Fig. 1: run 1, clock network drawn from the DEF
Bar = 20 um.
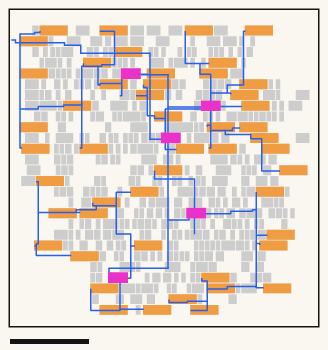
Fig. 2: run 1, sequential cells grouped by signal name
Bar = 20 um.
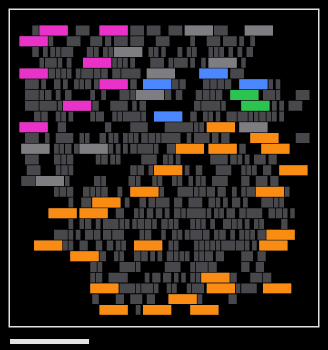
Fig. 3: run 1, the clock network
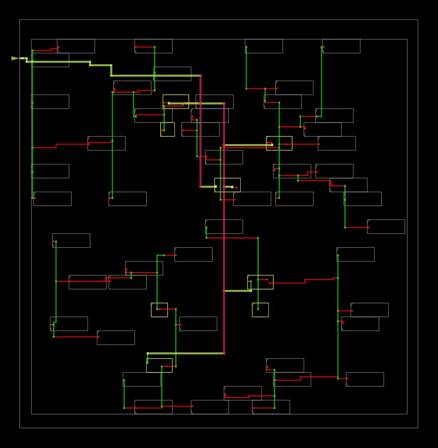
File: config.mk
export PLATFORM = sky130hd
export DESIGN_NAME = mole_scheduler
export DESIGN_NICKNAME = d
export VERILOG_FILES = /design/src/rtl/mole_scheduler.sv
export SDC_FILE = /design/constraint.sdc
export NUM_CORES = 1
export LEC_CHECK = 0
export ABC_AREA = 1
export ABC_CLOCK_PERIOD_IN_PS = 4920
export CAP_MARGIN = 20
export CORE_AREA = 2 2 76 78
export CTS_CLUSTER_SIZE = 20
export DETAILED_ROUTE_END_ITERATION = 16
export DIE_AREA = 0 0 78 80
export PLACE_DENSITY = 0.75
export SKIP_CTS_REPAIR_TIMING = 1
export SLEW_MARGIN = 20
export SYNTH_ARGS = -nofsm -noshare
export SYNTH_HDL_FRONTEND = slang
export SYNTH_SLANG_ARGS = --single-unit
File: constraint.sdc
create_clock -name clk -period 4.92 [get_ports clk]
set_input_delay 0.984 -clock clk [delete_from_list [all_inputs] [get_ports clk]]
set_output_delay 0.984 -clock clk [all_outputs]
set_load 0.01 [all_outputs]
File: src/rtl/mole_scheduler.sv
// mole_scheduler: whack-a-mole game control.
//   Picks a hole from the free-running LFSR value, raises that hole's mole for
//   UP_CYCLES clocks, separates moles by GAP_CYCLES idle clocks, scores hits
//   from rising button edges and counts expired moles until MAX_MISSES ends
//   the game.
// Ports:
//   clk        system clock
//   rst        synchronous active-high reset
//   start      start/restart request (honoured in idle and game-over only)
//   rnd        LFSR value, low log2(NUM_HOLES) bits select the hole
//   btn        debounced hit buttons, bit i = hole i
//   mole       one-hot raised mole, zero when none is up
//   score      hits this game, saturating
//   misses     expired moles this game
//   hit_pulse  one-cycle strobe per registered hit
//   game_over  high while the game is over
module mole_scheduler #(
  parameter int unsigned NUM_HOLES  = 4,
  parameter int unsigned UP_CYCLES  = 25000000,
  parameter int unsigned GAP_CYCLES = 12500000,
  parameter int unsigned MAX_MISSES = 3,
  parameter int unsigned SCORE_W    = 8
) (
  input  logic                 clk,
  input  logic                 rst,
  input  logic                 start,
  input  logic [3:0]           rnd,
  input  logic [NUM_HOLES-1:0] btn,
  output logic [NUM_HOLES-1:0] mole,
  output logic [SCORE_W-1:0]   score,
  output logic [1:0]           misses,
  output logic                 hit_pulse,
  output logic                 game_over
);

  localparam int unsigned IW   = $clog2(NUM_HOLES);
  localparam int unsigned TMAX = (UP_CYCLES > GAP_CYCLES) ? UP_CYCLES : GAP_CYCLES;
  localparam int unsigned TW   = (TMAX > 2) ? $clog2(TMAX) : 1;

  typedef enum logic [1:0] {StIdle, StGap, StUp, StOver} state_e;

  state_e               state_q, state_d;
  logic [TW-1:0]        timer_q, timer_d;
  logic [IW-1:0]        prev_idx_q, prev_idx_d;
  logic [NUM_HOLES-1:0] btn_q;
  logic [NUM_HOLES-1:0] mole_q, mole_d;
  logic [SCORE_W-1:0]   score_q, score_d;
  logic [1:0]           misses_q, misses_d;
  logic                 hit_pulse_q, hit_pulse_d;
  logic                 game_over_q, game_over_d;

  logic [NUM_HOLES-1:0] btn_rise;
  logic                 hit;
  logic                 gap_done;
  logic                 up_done;
  logic [1:0]           miss_inc;
  logic                 last_miss;
  logic [IW-1:0]        idx_raw;
  logic [IW-1:0]        idx_pick;

  // Only the low IW bits of rnd select a hole.
  logic unused_rnd;
  assign unused_rnd = ^rnd;

  assign btn_rise  = btn & ~btn_q;
  // mole_q is the one-hot of the raised hole, so masking the edges with it
  // ignores presses on every other hole.
  assign hit       = (state_q == StUp) && ((btn_rise & mole_q) != '0);
  assign gap_done  = (state_q == StGap) && (timer_q == TW'(GAP_CYCLES - 1));
  assign up_done   = (state_q == StUp) && (timer_q == TW'(UP_CYCLES - 1));
  assign miss_inc  = misses_q + 2'd1;
  assign last_miss = (miss_inc == 2'(MAX_MISSES));

  // No back-to-back repeat; wraps naturally since NUM_HOLES is a power of 2.
  assign idx_raw  = rnd[IW-1:0];
  assign idx_pick = (idx_raw == prev_idx_q) ? idx_raw + IW'(1) : idx_raw;

  // State and datapath registers.
  always_ff @(posedge clk) begin
    if (rst) begin
      state_q     <= StIdle;
      timer_q     <= '0;
      prev_idx_q  <= '0;
      btn_q       <= '0;
      mole_q      <= '0;
      score_q     <= '0;
      misses_q    <= '0;
      hit_pulse_q <= 1'b0;
      game_over_q <= 1'b0;
    end else begin
      state_q     <= state_d;
      timer_q     <= timer_d;
      prev_idx_q  <= prev_idx_d;
      btn_q       <= btn;
      mole_q      <= mole_d;
      score_q     <= score_d;
      misses_q    <= misses_d;
      hit_pulse_q <= hit_pulse_d;
      game_over_q <= game_over_d;
    end
  end

  // Next-state logic.
  always_comb begin
    state_d = state_q;
    unique case (state_q)
      StIdle: if (start) state_d = StGap;
      StGap:  if (gap_done) state_d = StUp;
      StUp: begin
        // A hit in the expiry cycle takes priority over the miss.
        if (hit) begin
          state_d = StGap;
        end else if (up_done) begin
          state_d = last_miss ? StOver : StGap;
        end
      end
      StOver: if (start) state_d = StGap;
      default: state_d = StIdle;
    endcase
  end

  // Next values of the timer and the registered outputs.
  always_comb begin
    timer_d     = timer_q + TW'(1);
    prev_idx_d  = prev_idx_q;
    mole_d      = mole_q;
    score_d     = score_q;
    misses_d    = misses_q;
    hit_pulse_d = 1'b0;
    game_over_d = game_over_q;
    unique case (state_q)
      StIdle: begin
        timer_d     = '0;
        mole_d      = '0;
        game_over_d = 1'b0;
        if (start) begin
          score_d  = '0;
          misses_d = '0;
        end
      end
      StGap: begin
        mole_d = '0;
        if (gap_done) begin
          timer_d    = '0;
          prev_idx_d = idx_pick;
          mole_d     = NUM_HOLES'(1) << idx_pick;
        end
      end
      StUp: begin
        if (hit) begin
          timer_d     = '0;
          mole_d      = '0;
          hit_pulse_d = 1'b1;
          if (score_q != '1) score_d = score_q + SCORE_W'(1);
        end else if (up_done) begin
          timer_d  = '0;
          mole_d   = '0;
          misses_d = miss_inc;
          if (last_miss) game_over_d = 1'b1;
        end
      end
      StOver: begin
        timer_d     = '0;
        mole_d      = '0;
        game_over_d = 1'b1;
        if (start) begin
          score_d     = '0;
          misses_d    = '0;
          game_over_d = 1'b0;
        end
      end
      default: begin
        timer_d = '0;
        mole_d  = '0;
      end
    endcase
  end

  assign mole      = mole_q;
  assign score     = score_q;
  assign misses    = misses_q;
  assign hit_pulse = hit_pulse_q;
  assign game_over = game_over_q;

endmodule

==> results.yml, run 1 <==
# flow metrics
layout:
  clock_area_share_pct: 2.907
  stdcell_area_sq_um: 3228
  nClkBuffers: 5
  nonClkBufAreaFrac_pct: 7.442
  nonClockInverterCount: 54
  n_antenna_cell: 0
  sh_comb_area_pct: 50.19
global_route:
  grt_util_met3_pct: 3.733
  grt_pass1_wl_um: 10340
  busiest_layer: "met2"
job:
  cap_violations: 0
detailed_routing:
  routedWlPerCell_um: 11.31
  first_iter_violations: 149
  dr.pass1.iters: 4
  wirelength_met1_um: 2893
  num_vias: 2619
clocking:
  cts.path.max_buffers: 2
  clkTransAtPathRegs_ns: 0.10
synth:
  yosysWarnings: 0
  synth_cell_types: 31
  yosysSeqAreaShare_pct: 34.34
  top_area_cell: "dfxtp_1"
  mux_share_pct: 0
  simple_gate_area_share_pct: 43.50
  synth-compound-area-share_pct: 6.307
floorplanning:
  die_h_um: 80
  die_x_um: 78
power:
  p_leak_nw: 1.216
  power_combinational_uw: 350
  power_frac_comb_pct: 33.3
  p_switching_uw: 405.2
  top_power_group: "sequential cells"
timing:
  hold_viol: 0
  rsz0062_at_grt: "false"
  drv_slew: 0
outcome:
  status: "finished, final reports clean"
worst_setup_path:
  rrSetupSlack_ns: 2.85
  timing.rr.end: "score[0]$_SDFFE_PP0P_"
min_path:
  holdPathStages: 1
About Fig. 1:
Orange is flip-flops, count 49. Magenta is clock drivers, count 5. Blue is clock wires, length 649 um.
Position of the flops: widely spread. There are 6 routed clock nets.

About Fig. 2:
Green is prev_idx_q, flops 2. Orange is timer_q, flops 25. Blue is mole, flops 4, where top middle. Magenta is score, flops 8, where top left.
FF+latch area: 980.9 sq um
final core utilization: 59.72%
sequential power: 446 uW
Seq/total area: 30.39%

About Fig. 3:
Clk Latency, worst-skew pair: 0.31 ns
cts bufs inserted: 5
Worst Skew: 0.007915 ns

==> run 1: worst max path at each step <==
stage                start                      to  cells past startpoint
finish                 rst  timer_q[17]$_SDFF_PP0_                      4
global route           rst  timer_q[17]$_SDFF_PP0_                      4
CTS                    rst  timer_q[17]$_SDFF_PP0_                      4
detailed placement     rst  timer_q[17]$_SDFF_PP0_                      4
global placement       rst  timer_q[17]$_SDFF_PP0_                      4
floorplan           btn[0]  timer_q[11]$_SDFF_PP0_                     10
==> run 1: state kept, by name, indices dropped and copies added (netlist names) <==
name        flops
mole            4
hit_pulse       1
score           8
game_over       1
prev_idx_q      2
state_q         2
timer_q        25
misses          2
btn_q           4
==> run 1: worst max-delay path, stage by stage <==
cell and delay (ns):
clkdlybuf4s50_1 1.01, inv_1 0.39, o21ai_0 0.17, nor3_1 0.07
==> inputs of run 2 (changes only) <==
--- a/config.mk
+++ b/config.mk
@@ -6,7 +6,7 @@
 export NUM_CORES = 1
 export LEC_CHECK = 0
 export ABC_AREA = 1
-export ABC_CLOCK_PERIOD_IN_PS = 4920
+export ABC_CLOCK_PERIOD_IN_PS = 2600
 export CAP_MARGIN = 20
 export CORE_AREA = 2 2 76 78
 export CTS_CLUSTER_SIZE = 20
==> constraint.sdc (replaced) <==
create_clock -name clk -period 2.6 [get_ports clk]
set_input_delay 0.52 -clock clk [delete_from_list [all_inputs] [get_ports clk]]
set_output_delay 0.52 -clock clk [all_outputs]
set_load 0.01 [all_outputs]
Fig. 4: run 2, cell sizes after repair
Bar = 20 um.
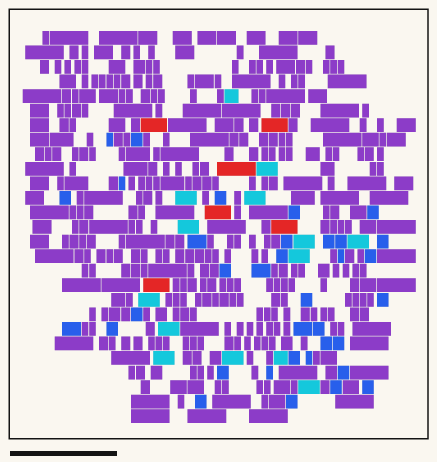
Purple is _0 and _1 cells, cells 392, share 88%, most used nand2_1. Red is _6 and larger, cells 6, share 1.3%, most used clkbuf_8. Blue is _2 cells, cells 35, share 7.8%, most used nor2_2. Cyan is _3 and _4 cells, cells 14, share 3.1%, most used nor2_4.

==> run 2 against run 1 <==
Synthesized area stayed put. Sequential power is 89% higher. First-iteration DRC count is 20% lower. Register-to-register slack worse by 2.3 ns. Total power is 87% higher. Clock power is 74% higher. Die area stayed put. Via count is 1.9% lower. Critical path depth is 6 higher. Clock skew is 0.00086 ns higher. Largest power group unchanged. Highest routed layer unchanged.
==> results.yml, run 2 <==
# flow metrics
layout:
  nClkBuffers: 7
  nonClkBufAreaFrac_pct: 7.680
  seq_area_sq_um: 980.9
  n_antenna_cell: 0
  sh_comb_area_pct: 50.23
  sh_seq_area_pct: 30.41
  stdcell_area_sq_um: 3226
  final_util_pct: 59.68
  nNetsFinal: 463
  top_register: "timer_q"
  clock_area_share_pct: 2.599
synth:
  synth-compound-area-share_pct: 6.307
  syn-instance-count: 421
  mux_share_pct: 0
  top_area_cell: "dfxtp_1"
  simple_gate_area_share_pct: 43.50
  fp_nets: 438
  synth_cell_types: 31
  yosysWarnings: 0
floorplanning:
  die_h_um: 80
  die_x_um: 78
timing:
  rsz0062_at_grt: "false"
  drv_slew: 0
  timing.final.crit_period_ns: 2.070
  fin_ws_ns: 0.5303
  skew_ns: 0.008780
detailed_routing:
  dr.pass1.iters: 6
  num_vias: 2570
  routedWlPerCell_um: 11.20
  first_iter_violations: 119
power:
  p_per_area_nw_per_um2: 607.7
  p_leak_nw: 1.214
min_path:
  holdPathStages: 1
worst_setup_path:
  rrSetupSlack_ns: 0.53
  crit_path_cell_trace: "inv_1, ha_1, nand2_1, o21ai_0, inv_2, nand2_1, nor2_2, inv_2, nand2_1, a21oi_1"
  crit_top_cell: "nand2_1"
  crit_buf_inv: 3
  timing.rr.end: "score[6]$_SDFFE_PP0P_"
  worstSetupStartpoint: "state_q[0]$_SDFFE_PP0P_"
  cp_top_family: "simple AND/OR/NAND/NOR gates"
  slowest_stage: "ha_1"
  crit_end: "score[6]$_SDFFE_PP0P_"
  slowest_delay_ns: 0.42
outcome:
  status: "finished, final reports clean"
clocking:
  cts_buffers: 5
  clkTransAtPathRegs_ns: 0.09
  clock.latency.late_pin_ns: 0.30
global_route:
  grt_pass1_wl_um: 10360
job:
  cap_violations: 0
## run 2: cell types whose count changed in the layout (fill, tap and decap cells not counted), sizes merged
| cell | delta |
|---|---|
| clkbuf | +2 |
| inv | -1 |
| clkinv | -1 |
| buf | +1 |
## run 2: power breakdown
| group | leakage [nW] | switching, mW | total [mW] | internal (mW) |
|---|---|---|---|---|
| combinational | 0.779 | 0.445 | 0.671 | 0.226 |
| sequential | 0.397 | 0.0437 | 0.845 | 0.801 |
| clock | 0.0385 | 0.253 | 0.444 | 0.191 |
| total | 1.21 | 0.742 | 1.96 | 1.22 |
## run 2: layer usage
metal,global-route usage [%],up-vias
met2,32.93,32
met1,27.63,1155
met3,4.072,9
met4,4.737,0
li1,-,1374
met5,0,-
==> inputs of run 3 (changes only) <==
--- a/config.mk
+++ b/config.mk
@@ -6,12 +6,12 @@
 export NUM_CORES = 1
 export LEC_CHECK = 0
 export ABC_AREA = 1
-export ABC_CLOCK_PERIOD_IN_PS = 2600
+export ABC_CLOCK_PERIOD_IN_PS = 1780
 export CAP_MARGIN = 20
-export CORE_AREA = 2 2 76 78
+export CORE_AREA = 2 2 78 80
 export CTS_CLUSTER_SIZE = 20
 export DETAILED_ROUTE_END_ITERATION = 16
-export DIE_AREA = 0 0 78 80
+export DIE_AREA = 0 0 80 82
 export PLACE_DENSITY = 0.75
 export SKIP_CTS_REPAIR_TIMING = 1
 export SLEW_MARGIN = 20
==> constraint.sdc (replaced) <==
create_clock -name clk -period 1.78 [get_ports clk]
set_input_delay 0.356 -clock clk [delete_from_list [all_inputs] [get_ports clk]]
set_output_delay 0.356 -clock clk [all_outputs]
set_load 0.01 [all_outputs]
Fig. 5: run 3, cell sizes after repair
Bar = 20 um.
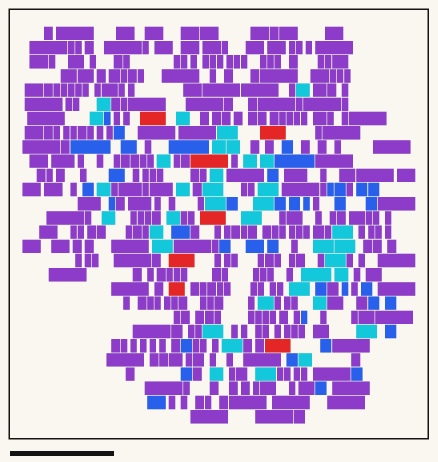
Blue is _2 cells, cells 39, share 8.4%, most used nor2_2. Cyan is _3 and _4 cells, cells 37, share 8.0%, most used buf_4. Red is _6 and larger, cells 7, share 1.5%, most used clkbuf_8. Purple is _0 and _1 cells, cells 382, share 82%, most used nand2_1.
worst setup margin: 0.09786 ns
final instance area: 3416 sq um
synth-to-layout area growth: 19.58%
Signal buffers: 42

==> run 3 against run 2 <==
Count of clock-buffer cells in the layout decreased by 2. Sequential power increased by 47%. Critical path depth decreased by 9. Via count increased by 5.0%. Combinational power increased by 77%. Sequential share of layout area decreased by 1.6 points. Hold slack got worse by 0.041 ns. Register-to-register slack got worse by 0.40 ns. Utilization decreased by 0.22 points. Total power increased by 59%. Largest power group unchanged.
==> results.yml, run 3 <==
# flow metrics
worst_setup_path:
  cp.depth: 1
  timing.rr.end: "timer_q[24]$_SDFF_PP0_"
  crit_end: "score[5]"
  cp_top_family: "buffers and inverters"
  rrSetupSlack_ns: 0.13
  slowest_stage: "clkdlybuf4s50_1"
synth:
  synth-compound-area-share_pct: 6.307
  syn-instance-count: 421
  synth_cell_types: 31
  mux_share_pct: 0
  top_area_cell: "dfxtp_1"
  yosysWarnings: 0
  fp_nets: 438
min_path:
  holdPathStages: 1
outcome:
  status: "finished, final reports clean"
layout:
  nNetsFinal: 481
  top_register: "timer_q"
  largest_reg_flops: 25
  n_antenna_cell: 0
detailed_routing:
  num_vias: 2699
  dr.pass1.iters: 4
  first_iter_violations: 111
power:
  p_per_area_nw_per_um2: 913.9
  p_leak_nw: 1.345
global_route:
  grt_util_met3_pct: 3.626
clocking:
  cts_buffers: 5
timing:
  hold_viol: 0
[run 3: power by group]
part	internal, mW	switching, mW	leakage (nW)	total [mW]
clock network	0.284	0.409	0.0447	0.694
registers	1.18	0.0638	0.398	1.24
logic	0.475	0.711	0.903	1.19
[run 3: cell type report]
| class | instances | area (sq um) |
|---|---|---|
| Fill cell | 552 | 2330 |
| Multi-Input combinational cell | 312 | 1665 |
| Sequential cell | 49 | 984.7 |
| Timing Repair Buffer | 42 | 375.4 |
| Inverter | 54 | 202.7 |
| Tap cell | 75 | 93.84 |
| Clock buffer | 5 | 68.82 |
| Clock inverter | 3 | 25.02 |

==> screenshots <==
Layout detail.
picture 1
Region (45, 6) to (75, 36) um. Cells in gray, sequential cells in the stronger gray; small squares are vias.
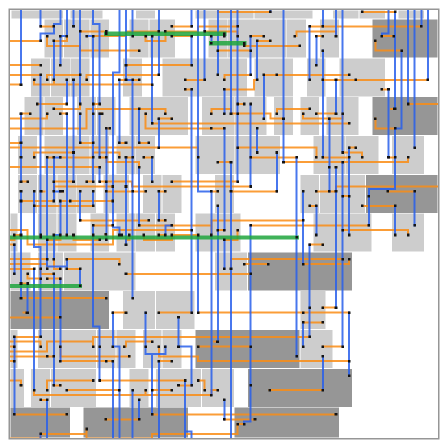
picture 2
Region (44, 5) to (74, 35) um. Cells in gray, sequential cells in the stronger gray; small squares are vias.
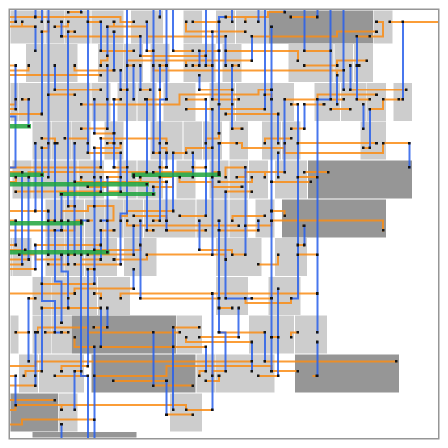
picture 3
Region (44, 5) to (74, 35) um. Cells in gray, sequential cells in the stronger gray; small squares are vias.
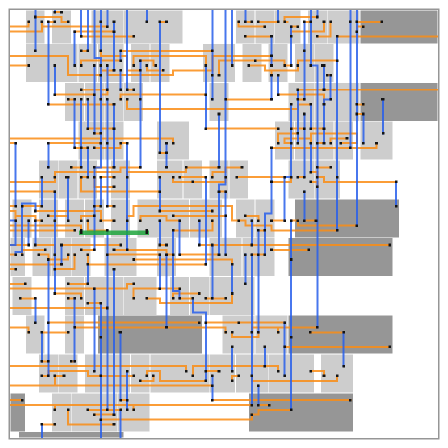
| picture | from |
|---|---|
| picture 3 | run 2 |
| picture 2 | run 1 |
| picture 1 | run 3 |

Key to picture 2:
Blue is metal 2. Green is metal 3. Orange is metal 1.
Sequential cells in the window: 6. 88 logic cells have their middle in the window. Netlist names of flops here include timer_q (6). Most frequent: nand2_1 (21), nor2_1 (12), nor2_2 (9).

Power and IR drop assume default switching activity.
